### Cell placement, run 1

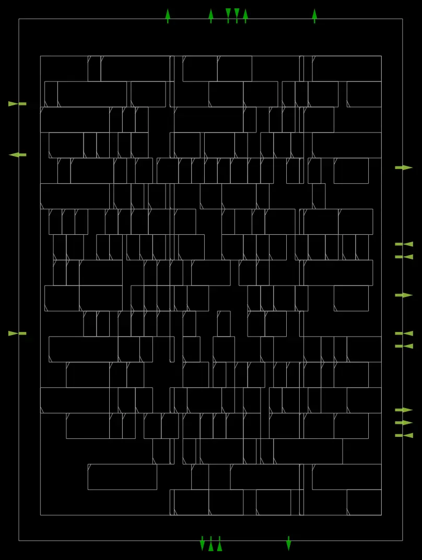
### Logic cells by family, run 1

The bar under the picture is 10 µm long.
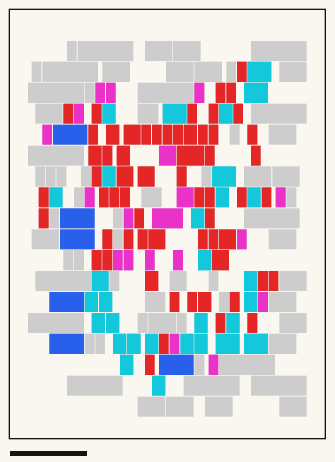
### Clock network drawn from the DEF, run 1

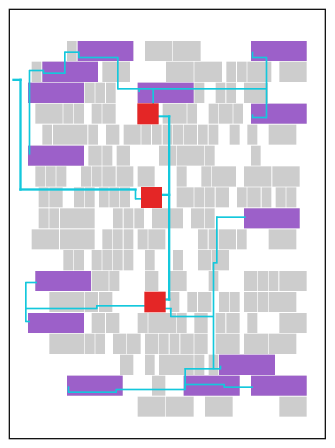
[src/rtl/pulse_train_gen_pkg.sv]
// Shared types and default constants for the pulse train generator.
package pulse_train_gen_pkg;

  typedef enum logic [1:0] {StIdle, StHigh, StLow, StDone} state_e;

  localparam int unsigned DefWidth      = 8;
  localparam int unsigned DefHighCycles = 1;
  localparam int unsigned DefLowCycles  = 1;

  // Timer must hold the longer of the two phase lengths.
  function automatic int unsigned timer_width(int unsigned high_cycles, int unsigned low_cycles);
    return $clog2(((high_cycles > low_cycles) ? high_cycles : low_cycles) + 1);
  endfunction

endpackage

[src/rtl/pulse_train_gen_phase_timer.sv]
// Loadable down-counter; tc_o flags the last cycle of the loaded phase.
module pulse_train_gen_phase_timer
  import pulse_train_gen_pkg::*;
#(
  parameter int unsigned Width = 1
) (
  input  logic             clk_i,
  input  logic             rst_i,
  input  logic             load_i,
  input  logic [Width-1:0] load_val_i,
  input  logic             dec_i,
  output logic             tc_o
);

  logic [Width-1:0] cnt_q;

  always_ff @(posedge clk_i) begin
    if (rst_i) begin
      cnt_q <= '0;
    end else if (load_i) begin
      cnt_q <= load_val_i;
    end else if (dec_i && (cnt_q != '0)) begin
      cnt_q <= cnt_q - Width'(1);
    end
  end

  assign tc_o = (cnt_q == Width'(1));

endmodule

[src/rtl/pulse_train_gen.sv]
// Burst generator: emits exactly in_count pulses with a start/busy/done handshake.
// Optional abort input enabled by defining PULSE_TRAIN_GEN_ABORT_EN.
module pulse_train_gen
  import pulse_train_gen_pkg::*;
#(
  parameter int unsigned WIDTH       = DefWidth,
  parameter int unsigned HIGH_CYCLES = DefHighCycles,
  parameter int unsigned LOW_CYCLES  = DefLowCycles
) (
  input  logic             in_clock,
  input  logic             in_reset,
  input  logic             in_start,
  input  logic [WIDTH-1:0] in_count,
`ifdef PULSE_TRAIN_GEN_ABORT_EN
  input  logic             in_abort,
`endif
  output logic             out_pulse,
  output logic             out_busy,
  output logic             out_done,
  output logic [WIDTH-1:0] out_remaining
);

  localparam int unsigned TimerW = timer_width(HIGH_CYCLES, LOW_CYCLES);

  state_e            state_q;
  logic [WIDTH-1:0]  remaining_q;
  logic              pulse_q, busy_q, done_q;
  logic              timer_load, timer_dec, timer_tc;
  logic [TimerW-1:0] timer_load_val;

  // Timer reloads on every entry into HIGH or LOW.
  always_comb begin
    timer_load     = 1'b0;
    timer_load_val = TimerW'(HIGH_CYCLES);
    unique case (state_q)
      StIdle: timer_load = in_start && (in_count != '0);
      StHigh: begin
        if (timer_tc) begin
          timer_load     = 1'b1;
          timer_load_val = TimerW'(LOW_CYCLES);
        end
      end
      StLow:  timer_load = timer_tc && (remaining_q != '0);
      StDone: ;
    endcase
  end

  assign timer_dec = (state_q == StHigh) || (state_q == StLow);

  pulse_train_gen_phase_timer #(
    .Width(TimerW)
  ) u_phase_timer (
    .clk_i      (in_clock),
    .rst_i      (in_reset),
    .load_i     (timer_load),
    .load_val_i (timer_load_val),
    .dec_i      (timer_dec),
    .tc_o       (timer_tc)
  );

`ifdef PULSE_TRAIN_GEN_ABORT_EN
  logic abort_hit;
  // An abort landing on the final LOW cycle of the burst is just normal completion.
  assign abort_hit = in_abort && busy_q &&
                     !((state_q == StLow) && timer_tc && (remaining_q == '0));
`endif

  always_ff @(posedge in_clock) begin
    if (in_reset) begin
      state_q     <= StIdle;
      remaining_q <= '0;
      pulse_q     <= 1'b0;
      busy_q      <= 1'b0;
      done_q      <= 1'b0;
    end else
`ifdef PULSE_TRAIN_GEN_ABORT_EN
    if (abort_hit) begin
      state_q <= StIdle;
      pulse_q <= 1'b0;
      busy_q  <= 1'b0;
      done_q  <= 1'b1;
    end else
`endif
    begin
      done_q <= 1'b0;
      unique case (state_q)
        StIdle: begin
          if (in_start) begin
            remaining_q <= in_count;
            if (in_count != '0) begin
              state_q <= StHigh;
              pulse_q <= 1'b1;
              busy_q  <= 1'b1;
            end else begin
              state_q <= StDone;
            end
          end
        end
        StHigh: begin
          if (timer_tc) begin
            remaining_q <= remaining_q - WIDTH'(1);
            state_q     <= StLow;
            pulse_q     <= 1'b0;
          end
        end
        StLow: begin
          if (timer_tc) begin
            if (remaining_q != '0) begin
              state_q <= StHigh;
              pulse_q <= 1'b1;
            end else begin
              state_q <= StIdle;
              busy_q  <= 1'b0;
              done_q  <= 1'b1;
            end
          end
        end
        StDone: begin
          state_q <= StIdle;
          done_q  <= 1'b1;
        end
      endcase
    end
  end

  assign out_pulse     = pulse_q;
  assign out_busy      = busy_q;
  assign out_done      = done_q;
  assign out_remaining = remaining_q;

endmodule

[config.mk]
export PLATFORM = sky130hd
export DESIGN_NAME = pulse_train_gen
export DESIGN_NICKNAME = d
export VERILOG_FILES = /design/src/rtl/pulse_train_gen_pkg.sv /design/src/rtl/pulse_train_gen_phase_timer.sv /design/src/rtl/pulse_train_gen.sv
export SDC_FILE = /design/constraint.sdc
export NUM_CORES = 1
export LEC_CHECK = 0
export ABC_AREA = 1
export CAP_MARGIN = 30
export CORE_ASPECT_RATIO = 1.4
export CORE_MARGIN = 2
export CORE_UTILIZATION = 53
export CTS_CLUSTER_DIAMETER = 100
export CTS_CLUSTER_SIZE = 24
export DETAILED_ROUTE_END_ITERATION = 8
export GPL_TIMING_DRIVEN = 0
export PLACE_DENSITY_LB_ADDON = 0.2
export REMOVE_ABC_BUFFERS = 1
export SLEW_MARGIN = 10
export SYNTH_ARGS = -nofsm -noshare
export SYNTH_HDL_FRONTEND = slang
export SYNTH_HIERARCHICAL = 1
export SYNTH_SLANG_ARGS = --single-unit
[constraint.sdc]
create_clock -name in_clock -period 2.3 [get_ports in_clock]
set_input_delay 0.46 -clock in_clock [delete_from_list [all_inputs] [get_ports in_clock]]
set_output_delay 0.46 -clock in_clock [all_outputs]
set_load 0.01 [all_outputs]
==> flow_metrics.py, run 1 <==
# Auto-generated metrics
metrics = {
    "die": {
        "initCoreUtil_pct": 56.8,
        "rows": 18,
        "die-area_um2": 2280,
        "die_width_um": 40.9,
        "die_y_um": 55.6,
        "ios": 22,
        "nWellTaps": 20,
    },
    "synthesis": {
        "yosysWarnings": 6,
        "ys_area_um2": 1010,
        "syn_area_um2": 1010,
        "yosysMostFrequentCell": "nand2_1",
        "edf_count": 0,
        "ys_cells": 160,
        "yosysTopAreaCell": "dfxtp_1",
        "ys.flops": 14,
        "top_area_share_pct": 27.8,
        "synth_cell_types": 21,
        "area_leaders": "dfxtp_1 28%, nand2_1 18%, inv_1 8.6%",
        "syn_avg_cell_area_um2": 6.31,
        "top_cells_by_count": "48 x nand2_1, 23 x inv_1, 16 x nor2_1",
        "async_flop_share_pct": 0,
        "flop_cell": "dfxtp_1",
        "synth_cells": 160,
    },
    "placed_design": {
        "dp_hpwl_mm": 1.76,
        "placed_area_um2": 1210,
        "portBuffers": 21,
        "dp_slack_ps": 452,
        "place_inst": 197,
        "globalplace.congestion": 0.752,
    },
    "detailed_routing": {
        "drt_iter0_drc": 33,
        "wl_mm": 2.27,
        "viasPerCell": 5.09,
        "remaining_drc_errors": 0,
        "firstDrtPassIters": 4,
        "drt.antenna.violating_nets": 0,
        "wl_per_cell_um": 11.4,
        "routed-via-count": 1018,
    },
    "clock_tree": {
        "numCtsBuffers": 3,
        "h-tree-depth": 1,
        "cts_setup_buffers": 0,
        "cts_tree": "yes",
        "clk_pin_slew_ps": 90,
        "clockBufferDepth": 2,
        "cts.repair.resized": 0,
        "cts_sinks": 14,
        "cts.hold.buffers_added": 0,
    },
    "worst_setup_path": {
        "crit_top_cell": "inv_1",
        "slowest_stage": "dfxtp_1",
        "worstPathRequired_ps": 2470,
        "ff2ff_path_depth": 8,
        "cp-end-kind": "flop",
        "path_cells": "inv_1 -> ha_1 -> nand2_1 -> nand2_2 -> nor2_4 -> inv_1 -> o21ai_1 -> a21oi_2",
        "cp_top_family": "simple AND/OR/NAND/NOR gates",
        "crit_fanout": 12,
        "crit_start": "state_q[1]$_SDFFE_PP0P_",
        "reg2reg_from": "state_q[1]$_SDFFE_PP0P_",
        "cp-start-kind": "flop",
        "crit_buf_inv": 2,
        "path_class": "reg2reg",
        "r2r_slack_ps": 490,
        "path_depth": 8,
        "crit_end": "out_remaining[3]$_SDFFE_PP0P_",
        "critPathArrivalTime_ps": 1980,
    },
    "power_and_ir_drop": {
        "p_per_area_nw_per_um2": 1340,
        "switchingPower_mw": 0.811,
        "p_int_mw": 0.840,
        "p_seq_share_pct": 26.2,
        "pwr-share-comb_pct": 65.0,
        "p_leak_nw": 0.576,
        "ir_drop_uv": 797,
        "switching_share_pct": 49.1,
        "p_total_mw": 1.65,
    },
    "min_path": {
        "hold_path_class": "reg2reg",
        "worst_hold_startpoint": "out_remaining[6]$_SDFFE_PP0P_",
        "min_delay_worst_endpoint": "out_remaining[6]$_SDFFE_PP0P_",
        "whs_path_depth": 2,
    },
    "sta": {
        "skew_ps": 8.88,
        "drv_slew": 0,
        "max_freq_mhz": 552,
        "fin_setup_tns_ps": 0,
        "fin_hold_ws_ps": 494,
        "worst_pin_slew_ps": 511,
        "finalSetupViolCount": 0,
        "period_used_pct": 78.8,
        "timing.final.crit_period_ps": 1810,
        "rsz0062_at_grt": "no",
    },
    "layout": {
        "clk_share_pct": 1.83,
        "comb_area_um2": 594,
        "n_all_buffers": 21,
        "regArea_um2": 280,
        "fillers": 160,
        "comb_cells": 117,
        "sh_comb_area_pct": 48.4,
        "fin_nets": 199,
        "inverters": 25,
        "clkbuf_count": 3,
        "drive_gt1_share_pct": 10.6,
        "num_antenna_cells": 0,
        "sh_seq_area_pct": 22.8,
        "non_clock_buffer_area_share_pct": 17.1,
        "fin_util_pct": 69.1,
        "syn_to_final_growth_pct": 21.7,
        "final_area_um2": 1230,
        "flop-count": 14,
        "dominant_cells": "multi-input combinational cells",
    },
    "grt": {
        "grt_max_degree": 15,
        "grt_pass1_vias": 881,
        "overflow": 0,
        "grt_util_all_layers_pct": 22.2,
        "grt_pass1_wl_mm": 3.54,
    },
    "outcome": {
        "status": "completed",
    },
    "run": {
        "cap_violations": 0,
        "warnings": 29,
    },
}
## Picture notes: 'Cell placement'
Layout Cells excl Fill: 200
core area: 1780 µm²

## Picture notes: 'Logic cells by family'
[NAND gates] red | cells: 61
[NOR gates] magenta | cells: 19
[adder and majority cells] blue | cells: 6
[inverting AOI/OAI gates] cyan | cells: 30

## Picture notes: 'Clock network drawn from the DEF'
[flip-flops] purple | count: 14
[clock wires] cyan | length: 219 µm
[clock drivers] red | count: 3
flops lie: widely spread
clock share of power: 8.8%
Late-Pin Clk Latency: 290 ps

-- run 1: worst reg2reg max path, cell delays in order, from the launching register on --
cell     delay, ps
dfxtp_1        400
inv_1          100
ha_1           350
nand2_1        180
nand2_2         80
nor2_4         230
inv_1          140
o21ai_1        160
a21oi_2         60
-- run 1: power by group through the flow --
| stage | logic, mW | registers [mW] | clock network (mW) |
|---|---|---|---|
| floorplan | 0.714 | 0.460 | 0 |
| global placement | 1.04 | 0.430 | 0 |
| detailed placement | 1.07 | 0.437 | 0 |
| CTS | 1.08 | 0.431 | 0.145 |
| global route | 1.21 | 0.445 | 0.160 |
| finish | 1.07 | 0.432 | 0.145 |
-- run 1: state kept, by name (all words and copies together) (netlist names) --
register	cells
out_busy	1
out_done	1
out_pulse	1
out_remaining	8
state_q	2
u_phase_timer/tc_o	1
-- run 1: layer usage --
metal	part of all wire, %	wire [µm]	global-route usage (%)
met1	43	979	26.7
met2	51	1170	35.9
met3	3.7	85	4.80
met4	1.7	38	8.57
met5	0	0	0
-- run 1: layout by cell type, fill, tap and decap left out --
cell,n
conb_1,1
ha_1,6
a21oi_2,6
nand2_1,48
a31oi_1,1
a21oi_1,7
inv_4,1
nor2_4,1
dfxtp_1,14
inv_2,1
nor2_2,2
nand2_2,4
nand4_1,2
nor2_1,16
inv_1,23
clkdlybuf4s50_1,21
nand3_2,1
o21ai_0,11
nand3_1,6
clkbuf_4,3
o21ai_1,5
-- run 1: kinds of logic (layout without fill, tap and decap cells) --
family	count (synthesis)	count (layout)	share of synthesized area, %
buffers and inverters	29	49	13.4
other	1	1	0.371
AND/OR/NAND/NOR	80	80	33.8
AND-OR/OR-AND	30	30	17.2
flip-flops	14	14	27.8
adder cells (fa/ha/maj)	6	6	7.43
### Wiring heat map, run 1

The die is cut into 8 by 11 equal tiles; black is low, pale yellow is high, scaled to the fullest tile. Values are wire area over tile area, all layers added.
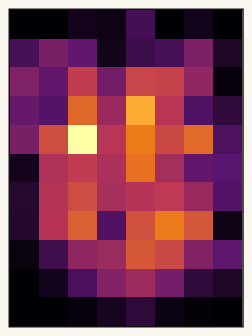

==> run 2: changes to the inputs <==
--- a/config.mk
+++ b/config.mk
@@ -9,7 +9,7 @@
 export CAP_MARGIN = 30
 export CORE_ASPECT_RATIO = 1.4
 export CORE_MARGIN = 2
-export CORE_UTILIZATION = 53
+export CORE_UTILIZATION = 49
 export CTS_CLUSTER_DIAMETER = 100
 export CTS_CLUSTER_SIZE = 24
 export DETAILED_ROUTE_END_ITERATION = 8
==> constraint.sdc (replaced) <==
create_clock -name in_clock -period 1.8 [get_ports in_clock]
set_input_delay 0.36 -clock in_clock [delete_from_list [all_inputs] [get_ports in_clock]]
set_output_delay 0.36 -clock in_clock [all_outputs]
set_load 0.01 [all_outputs]
### Wiring heat map, run 2

The die is cut into 8 by 12 equal tiles; black is low, pale yellow is high, scaled to the fullest tile. Values are wire area over tile area, all layers added.
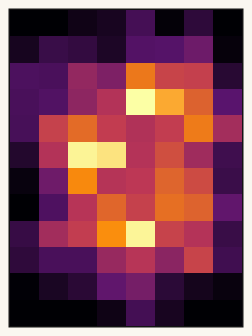
fullest tile: 0.47
tiles over half the peak: 27%
nearly empty tiles: 13%
densest ninth of the die: middle
mean over tiles: 0.15
Post-Route WL: 2.39 mm
vias: 1057

==> run 2 against run 1 <==
  * Flip-flop count unchanged
  * Global-route usage down 2.6 points
  * Critical endpoint is now out_remaining[3]
  * Largest cell class unchanged
  * Hold slack better by 3.3 ps
  * Clock skew about the same
  * Core utilization down 3.3 points
==> flow_metrics.py, run 2 <==
# Auto-generated metrics
metrics = {
    "clock_tree": {
        "h-tree-depth": 1,
        "cts_sinks": 14,
        "cts_tree": "yes",
        "clock_latency_ps": 280,
        "clockBufferDepth": 2,
        "numCtsBuffers": 3,
        "clk_pin_slew_ps": 90,
    },
    "layout": {
        "final_area_um2": 1280,
        "drive_gt1_share_pct": 13.0,
        "syn_to_final_growth_pct": 26.9,
        "largest_register_ffs": 8,
        "num_antenna_cells": 0,
        "finalNonFillerCells": 205,
        "fillers": 195,
        "most-common-layout-cells": "48 x nand2_1, 23 x inv_1, 21 x clkdlybuf4s50_1",
        "regArea_um2": 280,
        "fin_nets": 202,
        "fin_util_pct": 65.7,
        "layout_top_cell": "nand2_1",
        "comb_area_um2": 597,
    },
    "worst_setup_path": {
        "slowest_delay_ps": 580,
        "ff2ff_path_depth": 8,
        "cp-start-kind": "flop",
        "crit_fanout": 6,
        "worstPathRequired_ps": 1440,
        "path_cells": "clkdlybuf4s50_1",
        "crit_buf_inv": 1,
        "reg2reg_from": "state_q[1]$_SDFFE_PP0P_",
        "slowest_stage": "clkdlybuf4s50_1",
        "r2r_slack_ps": 150,
        "cp_top_family": "buffers and inverters",
        "critPathArrivalTime_ps": 1290,
        "cp-end-kind": "output pin",
        "path_class": "reg2out",
    },
    "grt": {
        "grt_pass1_vias": 1020,
        "grt_util_all_layers_pct": 19.6,
        "grt_pass1_wl_mm": 3.80,
        "grt_max_degree": 15,
        "overflow": 0,
    },
    "power_and_ir_drop": {
        "p_per_area_nw_per_um2": 1790,
        "p_seq_share_pct": 24.2,
        "p_int_mw": 1.22,
        "switching_share_pct": 46.9,
        "switchingPower_mw": 1.07,
        "p_total_mw": 2.29,
        "p_clk_mw": 0.230,
        "ir_drop_uv": 913,
        "top_power_group": "combinational cells",
        "p_seq_mw": 0.555,
        "clock_power_share_pct": 10.0,
        "pwr-share-comb_pct": 65.7,
        "comb-power_mw": 1.51,
        "p_leak_nw": 0.601,
    },
    "detailed_routing": {
        "dr.max_layer_used": "met4",
        "remaining_drc_errors": 0,
        "drt.antenna.violating_nets": 0,
        "wl_met1_um": 999,
        "firstDrtPassIters": 4,
        "met3WireLength_um": 83,
        "drt_iter0_drc": 24,
        "wl_met2_mm": 1.27,
        "wl_per_cell_um": 11.6,
        "viasPerCell": 5.16,
    },
    "run": {
        "cap_violations": 0,
        "warnings": 29,
    },
    "placed_design": {
        "dp_hpwl_mm": 1.76,
        "globalplace.congestion": 0.874,
        "place_inst": 198,
        "dp_slack_ps": -60.3,
        "portBuffers": 21,
        "placed_area_um2": 1210,
    },
    "sta": {
        "worst_pin_slew_ps": 510,
        "hold_viol_final": 0,
        "setup_ws_ps": 147,
        "rsz0062_at_grt": "no",
        "skew_ps": 8.54,
        "finalSetupViolCount": 0,
        "fin_setup_tns_ps": 0,
        "timing.final.crit_period_ps": 1650,
        "max_freq_mhz": 605,
        "drv_slew": 0,
        "fin_hold_ws_ps": 498,
        "period_used_pct": 91.9,
    },
    "synthesis": {
        "ys_cells": 160,
        "ys_area_um2": 1010,
        "synth_cell_types": 21,
        "yosysWarnings": 6,
        "async_flop_share_pct": 0,
        "top_cells_by_count": "48 x nand2_1, 23 x inv_1, 16 x nor2_1",
        "synth_cells": 160,
        "syn_area_um2": 1010,
        "area_leaders": "dfxtp_1 28%, nand2_1 18%, inv_1 8.6%",
        "yosysMostFrequentCell": "nand2_1",
        "ys.flops": 14,
        "flop_cell": "dfxtp_1",
        "yosysTopAreaCell": "dfxtp_1",
        "syn_avg_cell_area_um2": 6.31,
        "edf_count": 0,
        "top_area_share_pct": 27.8,
    },
    "die": {
        "rows": 19,
        "initCoreUtil_pct": 51.8,
        "die_width_um": 42.4,
        "die-area_um2": 2440,
        "ios": 22,
        "die_y_um": 57.7,
        "core_area_um2": 1950,
    },
    "outcome": {
        "status": "completed",
    },
    "min_path": {
        "worst_hold_startpoint": "out_remaining[6]$_SDFFE_PP0P_",
        "hold_path_class": "reg2reg",
        "min_delay_worst_endpoint": "out_remaining[6]$_SDFFE_PP0P_",
        "whs_path_depth": 2,
    },
}
### Close-up of the layout, run 2

The bar under the picture is 10 µm long. Window x 9 to 34, y 5 to 30 µm. Cells in gray, sequential cells in the stronger gray; small squares are vias.
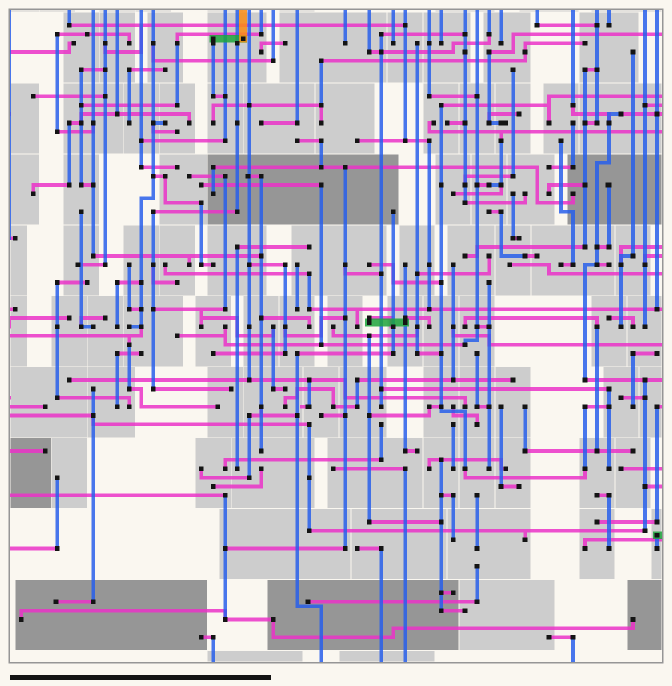
[metal 3] green
[metal 2] blue
[metal 1] magenta
[metal 4] orange
sequential cells in the window: 3
most frequent: nand2_1 (29), inv_1 (7), nor2_1 (6)
cells with their middle in the window: 74
netlist names of flops here include: out_remaining (2), out_done (1)

==> run 2: cell counts after synthesis <==
Identical to the previous run, type by type.
==> run 2: repair_timing <==
item,CTS,global route
buffers inserted,0,3
endpoints found under the setup margin,3,2
hold buffers,0,0
gates resized,1,0
pin swaps,0,1
==> run 2: cell type report <==
class                   instances  area share, %
clock buffers                   4           2.83
multi-input cells             117           46.6
repair buffers                 24           19.1
flip-flops and latches         14           21.9
well taps                      21           2.05
inverters                      25           7.52
==> run 2: logic make-up after synthesis <==
kind of cell	count (synthesis)	synth area share, %
flip-flops	14	27.8
adder cells (fa/ha/maj)	6	7.43
AND/OR/NAND/NOR	80	33.8
AND-OR/OR-AND	30	17.2
buffers and inverters	29	13.4
other	1	0.371
==> run 2: how the worst max path moves through the flow <==
stage                                       start                               to  slack [ps]  cells after the start
floorplan                 state_q[1]$_SDFFE_PP0P_    out_remaining[3]$_SDFFE_PP0P_         260                      8
global placement          state_q[1]$_SDFFE_PP0P_    out_remaining[3]$_SDFFE_PP0P_          40                      7
detailed placement        state_q[1]$_SDFFE_PP0P_    out_remaining[3]$_SDFFE_PP0P_         -60                      7
CTS                       state_q[1]$_SDFFE_PP0P_    out_remaining[3]$_SDFFE_PP0P_          70                      8
global route        out_remaining[0]$_SDFFE_PP0P_  u_phase_timer/tc_o$_SDFFE_PP0P_           9                     13
finish              out_remaining[3]$_SDFFE_PP0P_                 out_remaining[3]         150                      1
==> run 2: layer usage <==
metal / up-vias / track usage (%)
li1: 543 / -
met1: 483 / 22.2
met2: 25 / 34.1
met3: 6 / 2.49
met4: 0 / 12.9
met5: - / 0
==> run 3: changes to the inputs <==
--- a/config.mk
+++ b/config.mk
@@ -6,7 +6,7 @@
 export NUM_CORES = 1
 export LEC_CHECK = 0
 export ABC_AREA = 1
-export CAP_MARGIN = 30
+export CAP_MARGIN = 20
 export CORE_ASPECT_RATIO = 1.4
 export CORE_MARGIN = 2
 export CORE_UTILIZATION = 49
### Close-up of the layout, run 3

The bar under the picture is 10 µm long. Window x 9 to 34, y 5 to 30 µm. Cells in gray, sequential cells in the stronger gray; small squares are vias.
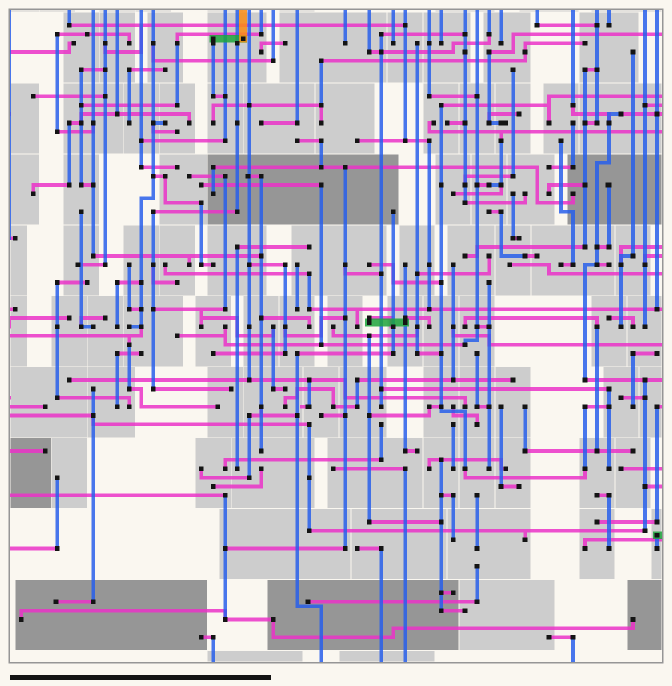
[metal 1] magenta
[metal 3] green
[metal 2] blue
[metal 4] orange
netlist names of flops here include: out_remaining (2), out_done (1)
sequential cells in the window: 3
cells with their middle in the window: 74
most frequent: nand2_1 (29), inv_1 (7), nor2_1 (6)

==> run 3 against run 2 <==
  * Combinational power about the same
  * Hold slack is the same
  * Cell area did not move
  * Core utilization did not move
  * Fmax unchanged
  * First-iteration DRC count stayed put
  * Cell count is the same
  * Clock power about the same
  * Largest cell class unchanged
==> flow_metrics.py, run 3 <==
# Auto-generated metrics
metrics = {
    "synthesis": {
        "ys_sh_adder_pct": 7.43,
        "synth_cell_types": 21,
        "aoi_share_pct": 17.2,
        "yosysTopAreaCell": "dfxtp_1",
        "ys_area_um2": 1010,
        "ys_seq_share_pct": 27.8,
        "top_area_share_pct": 27.8,
        "yosysMostFrequentCell": "nand2_1",
        "top_logic_kind": "simple AND/OR/NAND/NOR gates",
        "ys_sh_mux_pct": 0,
        "ys.flops": 14,
        "synth_cells": 160,
        "yosysWarnings": 6,
        "simple_gate_share_pct": 33.8,
        "syn_avg_cell_area_um2": 6.31,
        "syn_area_um2": 1010,
        "async_flop_share_pct": 0,
        "area_leaders": "dfxtp_1 28%, nand2_1 18%, inv_1 8.6%",
        "flop_cell": "dfxtp_1",
        "edf_count": 0,
        "ys_cells": 160,
        "xor_share_pct": 0,
        "top_cells_by_count": "48 x nand2_1, 23 x inv_1, 16 x nor2_1",
    },
    "worst_setup_path": {
        "crit_fanout": 6,
        "cp-end-kind": "output pin",
        "worstPathRequired_ps": 1440,
        "path_depth": 1,
        "critPathArrivalTime_ps": 1290,
        "cp-start-kind": "flop",
        "path_class": "reg2out",
        "ff2ff_path_depth": 8,
        "slowest_delay_ps": 580,
        "crit_buf_inv": 1,
        "path_cells": "clkdlybuf4s50_1",
        "slowest_stage": "clkdlybuf4s50_1",
        "cp_top_family": "buffers and inverters",
    },
    "detailed_routing": {
        "wl_mm": 2.39,
        "viasPerCell": 5.16,
        "drt.antenna.violating_nets": 0,
        "wl_per_cell_um": 11.6,
        "remaining_drc_errors": 0,
        "firstDrtPassIters": 4,
        "routed-via-count": 1057,
        "drt_iter0_drc": 24,
    },
    "layout": {
        "final_area_um2": 1280,
        "drive_gt1_share_pct": 13.0,
        "largest_register_ffs": 8,
        "layout_top_cell": "nand2_1",
        "fin_nets": 202,
        "comb_area_um2": 597,
        "most-common-layout-cells": "48 x nand2_1, 23 x inv_1, 21 x clkdlybuf4s50_1",
        "fillers": 195,
        "regArea_um2": 280,
        "syn_to_final_growth_pct": 26.9,
        "num_antenna_cells": 0,
    },
    "grt": {
        "grt_pass1_wl_mm": 3.80,
        "grt_util_all_layers_pct": 19.6,
        "grt_max_degree": 15,
        "overflow": 0,
        "grt_antenna_before_repair": 0,
        "grt_pass1_vias": 1020,
    },
    "power_and_ir_drop": {
        "pwr-share-comb_pct": 65.7,
        "clock_power_share_pct": 10.0,
        "p_leak_nw": 0.601,
        "switching_share_pct": 46.9,
        "switchingPower_mw": 1.07,
        "ir_drop_uv": 913,
        "p_total_mw": 2.29,
        "p_seq_share_pct": 24.2,
        "p_per_area_nw_per_um2": 1790,
        "p_int_mw": 1.22,
    },
    "clock_tree": {
        "numCtsBuffers": 3,
        "clk_pin_slew_ps": 90,
        "clockBufferDepth": 2,
        "cts_tree": "yes",
        "h-tree-depth": 1,
        "clock_latency_ps": 280,
        "cts_sinks": 14,
        "root_buffer": "clkbuf_4",
    },
    "run": {
        "cap_violations": 0,
        "warnings": 29,
    },
    "sta": {
        "drv_slew": 0,
        "finalSetupViolCount": 0,
        "fin_setup_tns_ps": 0,
        "fin_hold_ws_ps": 498,
        "max_freq_mhz": 605,
        "timing.final.crit_period_ps": 1650,
        "setup_ws_ps": 147,
        "hold_viol_final": 0,
        "worst_pin_slew_ps": 510,
        "skew_ps": 8.54,
        "rsz0062_at_grt": "no",
        "period_used_pct": 91.9,
        "maxSlewHeadroom_pct": 65.9,
    },
    "placed_design": {
        "placed_area_um2": 1210,
        "dp_slack_ps": -60.3,
        "dp_hpwl_mm": 1.76,
        "globalplace.congestion": 0.874,
        "portBuffers": 21,
    },
    "die": {
        "ios": 22,
        "die_width_um": 42.4,
        "rows": 19,
        "initCoreUtil_pct": 51.8,
        "die_y_um": 57.7,
        "core_area_um2": 1950,
        "die-area_um2": 2440,
    },
    "outcome": {
        "status": "completed",
    },
    "min_path": {
        "whs_path_depth": 2,
        "hold_path_class": "reg2reg",
    },
}
### Logic cells by family, run 3

The bar under the picture is 10 µm long.
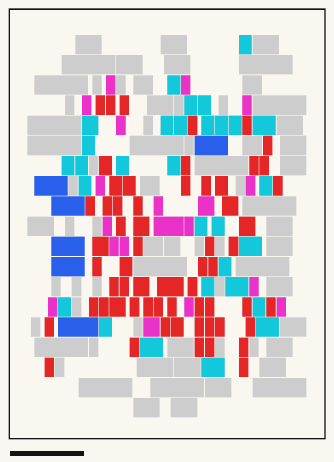
[NOR gates] magenta | cells: 19
[NAND gates] red | cells: 61
[adder and majority cells] blue | cells: 6 | where: left middle
[inverting AOI/OAI gates] cyan | cells: 30

[run 3: cell counts after synthesis]
Identical to the previous run, type by type.
[run 3: through the flow]
stage,utilization (%),cells
finish,65.7,205
global route,65.7,205
CTS,63.9,202
detailed placement,61.9,198
global placement,61.9,198
floorplan,-,156
[run 3: power groups by stage]
| stage | combinational (mW) | clock (mW) | sequential (mW) |
|---|---|---|---|
| final | 1.51 | 0.230 | 0.555 |
| after global routing | 1.68 | 0.248 | 0.577 |
| after CTS | 1.37 | 0.237 | 0.553 |
| after detailed placement | 1.36 | 0 | 0.560 |
| after global placement | 1.33 | 0 | 0.551 |
| after floorplan | 0.913 | 0 | 0.588 |
[run 3: layout make-up]
class / instances / area share (%)
Multi-Input combinational cell: 117 / 46.6
Timing Repair Buffer: 24 / 19.1
Sequential cell: 14 / 21.9
Tap cell: 21 / 2.05
Inverter: 25 / 7.52
Clock buffer: 4 / 2.83
[run 3: worst paths after layout]
kind	start	to	slack [ps]
worst min-delay path	out_remaining[6]$_SDFFE_PP0P_	out_remaining[6]$_SDFFE_PP0P_	500
worst min register to register	out_remaining[6]$_SDFFE_PP0P_	out_remaining[6]$_SDFFE_PP0P_	500
worst max register to register	state_q[1]$_SDFFE_PP0P_	out_remaining[3]$_SDFFE_PP0P_	150
worst max-delay path	out_remaining[3]$_SDFFE_PP0P_	out_remaining[3]	150
[run 3: per-layer routing]
metal  track usage [%]  share of wire, %
met1              22.2                42
met4              12.9               1.6
met3              2.49               3.5
met5                 0                 0
met2              34.1                53
[run 3: what timing repair did]
item,4_1_cts,5_1_grt
setup endpoints to repair,3,2
gates resized,1,0
pin swaps,0,1
buffers inserted,0,3
hold buffers,0,0
Power and IR drop assume default switching activity.
